logic_types.png
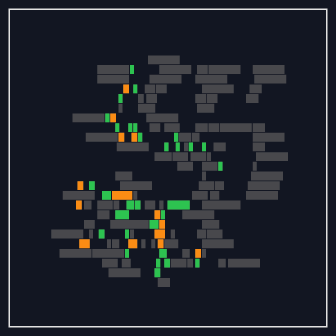
layer_met2.png
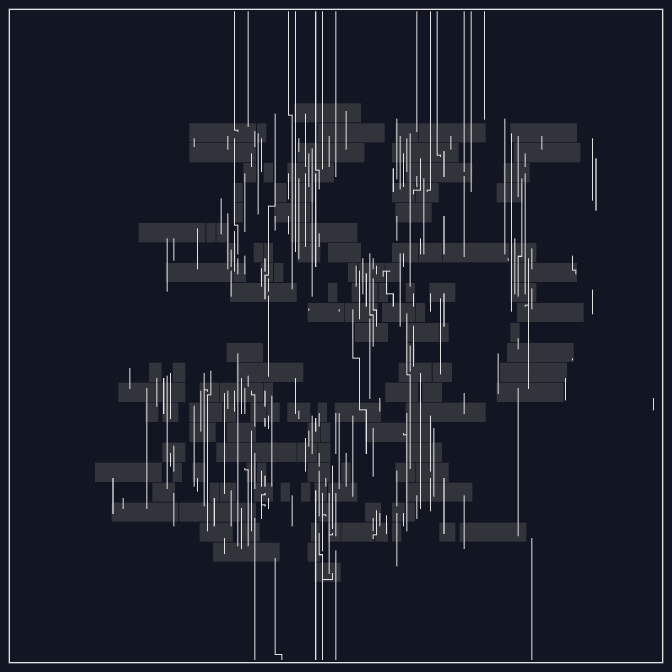
clk_routes.png
Scale bar: 20 um.
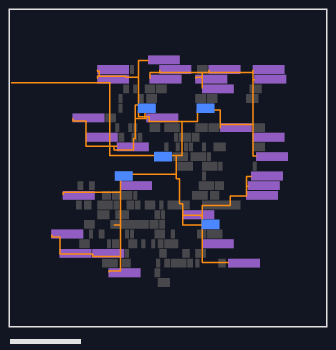
`config.mk`:
```
export PLATFORM = sky130hd
export DESIGN_NAME = tdm_demux4_flat
export DESIGN_NICKNAME = d
export VERILOG_FILES = /design/src/rtl/tdm_pkg.sv /design/src/rtl/tdm_demux4_if.sv /design/src/rtl/tdm_slot_tracker.sv /design/src/rtl/tdm_demux4.sv /design/src/flat_wrapper.sv
export SDC_FILE = /design/constraint.sdc
export NUM_CORES = 1
export LEC_CHECK = 0
export CORE_MARGIN = 10
export CORE_UTILIZATION = 30
export DETAILED_ROUTE_END_ITERATION = 10
export DONT_BUFFER_PORTS = 1
export HOLD_SLACK_MARGIN = 0.08
export PLACE_DENSITY_LB_ADDON = 0.1
export REMOVE_ABC_BUFFERS = 1
export SLEW_MARGIN = 5
export SYNTH_ARGS = -nofsm -noshare
export SYNTH_HDL_FRONTEND = slang
export SYNTH_SLANG_ARGS = --single-unit
export TNS_END_PERCENT = 30
```
`constraint.sdc`:
```
create_clock -name clk -period 3.1 [get_ports clk]
set_input_delay 0.93 -clock clk [delete_from_list [all_inputs] [get_ports clk]]
set_output_delay 0.93 -clock clk [all_outputs]
set_load 0.01 [all_outputs]
```
`src/rtl/tdm_pkg.sv`:
```
// Shared TDM link definitions, used by this demux and by the transmit-side 4:1 mux.
// Latency: n/a (types, constants and a helper function only).
// Backpressure: n/a.
package tdm_pkg;

  localparam int NCH    = 4;  // channels per frame
  localparam int SLOT_W = 2;  // bits needed to index a slot

  typedef logic [SLOT_W-1:0] slot_t;

  // Lock state of the receive side.
  typedef enum logic {
    HUNT = 1'b0,
    RUN  = 1'b1
  } tdm_state_e;

  localparam slot_t SLOT0     = slot_t'(0);        // slot carrying the frame marker
  localparam slot_t SLOT_LAST = slot_t'(NCH - 1);  // final slot of a frame

  // Slot position after s; wraps modulo NCH because NCH == 2**SLOT_W.
  function automatic slot_t next_slot(input slot_t s);
    return s + slot_t'(1);
  endfunction

endpackage

```
`src/rtl/tdm_demux4_if.sv`:
```
// Incoming TDM sample stream: one W-bit sample per valid cycle plus a slot-0 marker.
// Latency: n/a (wires only).
// Backpressure: none; the receiver must take every valid sample.
// Ports: din (sample), din_valid (sample present), din_sync (slot-0 marker, qualified by din_valid).
interface tdm_demux4_if #(
  parameter int W = 4
);

  logic [W-1:0] din;
  logic         din_valid;
  logic         din_sync;

  modport master (output din, output din_valid, output din_sync);
  modport slave  (input  din, input  din_valid, input  din_sync);

endinterface

```
`src/rtl/tdm_slot_tracker.sv`:
```
// Slot position / lock tracker: HUNT-RUN state, slot counter and flywheel miss counter.
// Latency: decode outputs are combinational from the current sample; locked is the state register.
// Backpressure: none; a sample is consumed whenever ena & din_valid.
// Ports: clk, rst_n, ena, din_valid, din_sync in; wr_en, wr_ch, frame_end, resync, locked out.
module tdm_slot_tracker
  import tdm_pkg::*;
#(
  parameter int MISS_MAX = 2  // consecutive frames without sync before lock is dropped (1..15)
) (
  input  logic  clk,
  input  logic  rst_n,
  input  logic  ena,
  input  logic  din_valid,
  input  logic  din_sync,
  output logic  wr_en,      // this sample is written to channel wr_ch
  output slot_t wr_ch,
  output logic  frame_end,  // this sample completes a frame (slot 3 written)
  output logic  resync,     // sync seen at a nonzero expected slot
  output logic  locked
);

  localparam logic [3:0] MISS_LIM = 4'(MISS_MAX);

  tdm_state_e state_q, state_d;
  slot_t      slot_q, slot_d;
  logic [3:0] miss_q, miss_d;
  logic [3:0] miss_inc;
  logic       accept;

  assign accept   = ena & din_valid;
  assign miss_inc = miss_q + 4'd1;
  assign locked   = (state_q == RUN);

  always_comb begin
    state_d   = state_q;
    slot_d    = slot_q;
    miss_d    = miss_q;
    wr_en     = 1'b0;
    wr_ch     = SLOT0;
    frame_end = 1'b0;
    resync    = 1'b0;

    if (accept) begin
      case (state_q)
        HUNT: begin
          // Only a marked sample can start a frame; everything else is dropped.
          if (din_sync) begin
            wr_en   = 1'b1;
            slot_d  = next_slot(SLOT0);
            state_d = RUN;
            miss_d  = 4'd0;
          end
        end
        RUN: begin
          if (slot_q == SLOT0) begin
            // Flywheel: slot 0 is written whether or not the marker is present.
            wr_en  = 1'b1;
            slot_d = next_slot(SLOT0);
            if (din_sync) begin
              miss_d = 4'd0;
            end else if (miss_inc == MISS_LIM) begin
              state_d = HUNT;
              slot_d  = SLOT0;
              miss_d  = 4'd0;
            end else begin
              miss_d = miss_inc;
            end
          end else if (din_sync) begin
            // Marker arrived early: restart the frame here, abandoning the partial one.
            wr_en  = 1'b1;
            resync = 1'b1;
            slot_d = next_slot(SLOT0);
            miss_d = 4'd0;
          end else begin
            wr_en     = 1'b1;
            wr_ch     = slot_q;
            slot_d    = next_slot(slot_q);
            frame_end = (slot_q == SLOT_LAST);
          end
        end
        default: state_d = HUNT;
      endcase
    end
  end

  always_ff @(posedge clk or negedge rst_n) begin
    if (!rst_n) begin
      state_q <= HUNT;
      slot_q  <= SLOT0;
      miss_q  <= 4'd0;
    end else begin
      state_q <= state_d;
      slot_q  <= slot_d;
      miss_q  <= miss_d;
    end
  end

endmodule

```
`src/rtl/tdm_demux4.sv`:
```
// 4-channel TDM demux: routes each accepted sample to a registered channel output with strobes.
// Latency: ch_data/ch_stb/frame_done/sync_err one cycle after the accepting edge; locked = state.
// Backpressure: none; ena low freezes everything, din_valid gaps hold slot position.
// Ports: clk, rst_n, ena, rx (tdm_demux4_if.slave: din/din_valid/din_sync),
//        ch_data (channel k at [k*W +: W]), ch_stb, frame_done, locked, sync_err.
// Build option TDM_DEMUX_FRAME_LATCH_EN: samples collect in a shadow bank and ch_data
// updates all four channels at once when a frame completes (ch_stb = 4'b1111).
module tdm_demux4
  import tdm_pkg::*;
#(
  parameter int W        = 4,
  parameter int MISS_MAX = 2
) (
  input  logic               clk,
  input  logic               rst_n,
  input  logic               ena,
  tdm_demux4_if.slave        rx,
  output logic [NCH*W-1:0]   ch_data,
  output logic [NCH-1:0]     ch_stb,
  output logic               frame_done,
  output logic               locked,
  output logic               sync_err
);

  logic  wr_en;
  slot_t wr_ch;
  logic  frame_end;
  logic  resync;

  tdm_slot_tracker #(
    .MISS_MAX (MISS_MAX)
  ) u_tracker (
    .clk       (clk),
    .rst_n     (rst_n),
    .ena       (ena),
    .din_valid (rx.din_valid),
    .din_sync  (rx.din_sync),
    .wr_en     (wr_en),
    .wr_ch     (wr_ch),
    .frame_end (frame_end),
    .resync    (resync),
    .locked    (locked)
  );

  logic [NCH*W-1:0] ch_data_q, ch_data_d;
  logic [NCH-1:0]   ch_stb_q, ch_stb_d;
  logic             frame_done_q, frame_done_d;
  logic             sync_err_q, sync_err_d;

`ifdef TDM_DEMUX_FRAME_LATCH_EN
  logic [NCH*W-1:0] shadow_q, shadow_d;

  always_comb begin
    shadow_d     = shadow_q;
    ch_data_d    = ch_data_q;
    ch_stb_d     = '0;
    frame_done_d = frame_end;
    sync_err_d   = resync;
    if (wr_en) begin
      shadow_d[wr_ch*W +: W] = rx.din;
    end
    // Publish the bank including the slot-3 sample arriving this cycle. Aborted
    // frames never reach here; their shadow slots get overwritten by the next frame.
    if (frame_end) begin
      ch_data_d = shadow_d;
      ch_stb_d  = '1;
    end
  end

  always_ff @(posedge clk or negedge rst_n) begin
    if (!rst_n) begin
      shadow_q <= '0;
    end else begin
      shadow_q <= shadow_d;
    end
  end
`else
  always_comb begin
    ch_data_d    = ch_data_q;
    ch_stb_d     = '0;
    frame_done_d = frame_end;
    sync_err_d   = resync;
    if (wr_en) begin
      ch_data_d[wr_ch*W +: W] = rx.din;
      ch_stb_d[wr_ch]         = 1'b1;
    end
  end
`endif

  always_ff @(posedge clk or negedge rst_n) begin
    if (!rst_n) begin
      ch_data_q    <= '0;
      ch_stb_q     <= '0;
      frame_done_q <= 1'b0;
      sync_err_q   <= 1'b0;
    end else begin
      ch_data_q    <= ch_data_d;
      ch_stb_q     <= ch_stb_d;
      frame_done_q <= frame_done_d;
      sync_err_q   <= sync_err_d;
    end
  end

  assign ch_data    = ch_data_q;
  assign ch_stb     = ch_stb_q;
  assign frame_done = frame_done_q;
  assign sync_err   = sync_err_q;

endmodule

```
`src/flat_wrapper.sv`:
```
// flat-port wrapper written by rule: the top's interface ports become plain ports
module tdm_demux4_flat import tdm_pkg::*;
#(
  parameter int W        = 4,
  parameter int MISS_MAX = 2
)
  (clk, rst_n, ena, ch_data, ch_stb, frame_done, locked, sync_err, rx_din, rx_din_valid, rx_din_sync);
  tdm_demux4_if #(.W(W)) rx_i ();
  input  logic clk;
  input  logic rst_n;
  input  logic ena;
  output logic [NCH*W-1:0] ch_data;
  output logic [NCH-1:0] ch_stb;
  output logic frame_done;
  output logic locked;
  output logic sync_err;
  input wire logic [$bits(rx_i.din)-1:0] rx_din;
  input wire logic [$bits(rx_i.din_valid)-1:0] rx_din_valid;
  input wire logic [$bits(rx_i.din_sync)-1:0] rx_din_sync;
  assign rx_i.din = rx_din;
  assign rx_i.din_valid = rx_din_valid;
  assign rx_i.din_sync = rx_din_sync;
  tdm_demux4 #(.W(W), .MISS_MAX(MISS_MAX)) u_core (.clk(clk), .rst_n(rst_n), .ena(ena), .rx(rx_i), .ch_data(ch_data), .ch_stb(ch_stb), .frame_done(frame_done), .locked(locked), .sync_err(sync_err));
endmodule
```
==> flow_metrics.tcl <==
# metrics dict for downstream scripts
set metrics [dict create \
    status "finished, final reports clean" \
    intPower_uw 776 \
    worstRegToRegCells 9 \
    power.switching_fraction 0.254 \
    crit_path_start "u_core.u_tracker.slot_q[0]" \
    yosys.area_share.simple 0.197 \
    worst_setup_start_kind "flop" \
    setup_viol 0 \
    tritoncts_clock_tree "built" \
    holdWs_ns 0.337 \
    area.share.combinational 0.406 \
    p_leak_uw 0.000762 \
    post_synth_xor_xnor_area 0.0123 \
    post_synth_ao_oa_area_fraction 0.156 \
    nClkBuffers 5 \
    worst_slew_pin_slew_ns 0.337 \
    final.min_clock_period_ns 2.62 \
    fin_crit_sh 0.847 \
    worst_setup_hold_path_clk_slew_ns 0.07 \
    ff2ff_setup_slack_ns 0.48 \
    ios 32 \
    maxPowerGroup "the clock network" \
    largestClassByArea "flip-flops and latches" \
    track_usage 0.0865 \
    synthDominantCellAreaShare 0.511 \
    max_freq_mhz 381 \
    totalNegativeSetupSlack_ns 0 \
    tritoncts_buffer_count 5 \
    worstPathArrival_ns 2.85 \
    post-cts-setup-buffer-count 0 \
    critical_path.endpoint_type "flop" \
    largest_register_ffs 16 \
    layout.clock.cell_area_share 0.0827 \
    cts_hold_buffers 0 \
    yosysChipArea_mm2 0.00142 \
    initial_utilization 0.317 \
    post_cts.resized_instances 0 \
    cts_buffer_depth 2 \
    logic_area_um2 657 \
    rr_startpoint "u_core.u_tracker.slot_q[0]" \
    row_count 24 \
    well_tap_count 52 \
    yosysWarningCount 0 \
    synth.top_cells.by_area "dfrtp_1, ha_1, nand2_1" \
    power.density_cell_area_mw_per_mm2 642 \
    post-place-cells 181 \
    grt_max_degree 30 \
    setup_ws_ns 0.475 \
    worst_hold_path_type "in -> async" \
    die_area_mm2 0.00789 \
]
About logic_types.png:
[orange] aoi and oai cells | cells: 14 | most used: o21ai_0
[green] nand cells | cells: 30 | most used: nand2_1
number of standard cells in the final layout excluding fillers: 189
most frequent logic cell in the layout: dfrtp_1

About layer_met2.png:
share of all routed wire: 47%
main direction: vertical
longest straight run: 32.6 um
wire length on this layer: 1480 um
nets with wire on the layer: 124
global routing usage on met2: 0.132
vias after detailed routing: 954
wirelength, routed: 3.14 mm

About clk_routes.png:
[purple] flip-flops | count: 29
[orange] clock wires | length: 432 um
[blue] clock drivers | count: 5
routed clock nets: 6
clk ins delay skew pair: 0.28 ns
part of the total power dissipated in the clock network: 0.452
P_clk: 470 uW
worst setup skew after layout: 0.00859 ns

[Yosys cell counts, drive strengths merged]
library cell  instances
a41oi                 1
nand4                 2
and2                  3
dfrtp                29
a21oi                 3
nor3                  5
o41ai                 1
a22o                 12
and3                  1
o31ai                 1
nor3b                 1
nor2b                 1
buf                   1
nor2                  6
nand3                 6
nor4                  1
a21bo                 1
inv                   8
nand3b                2
or3                   2
ha                   11
o211a                 1
o21ai                 7
xor2                  2
o221ai                1
nand2                20
[metal layers]
layer	share of wire	wire (um)	vias up	global-route usage
met1	0.44	1380	464	0.105
met5	0	0	-	0
met2	0.47	1480	17	0.132
met4	0.0092	29	0	0.0308
met3	0.076	237	4	0.0395
li1	-	-	469	-
Power and IR drop assume default switching activity.
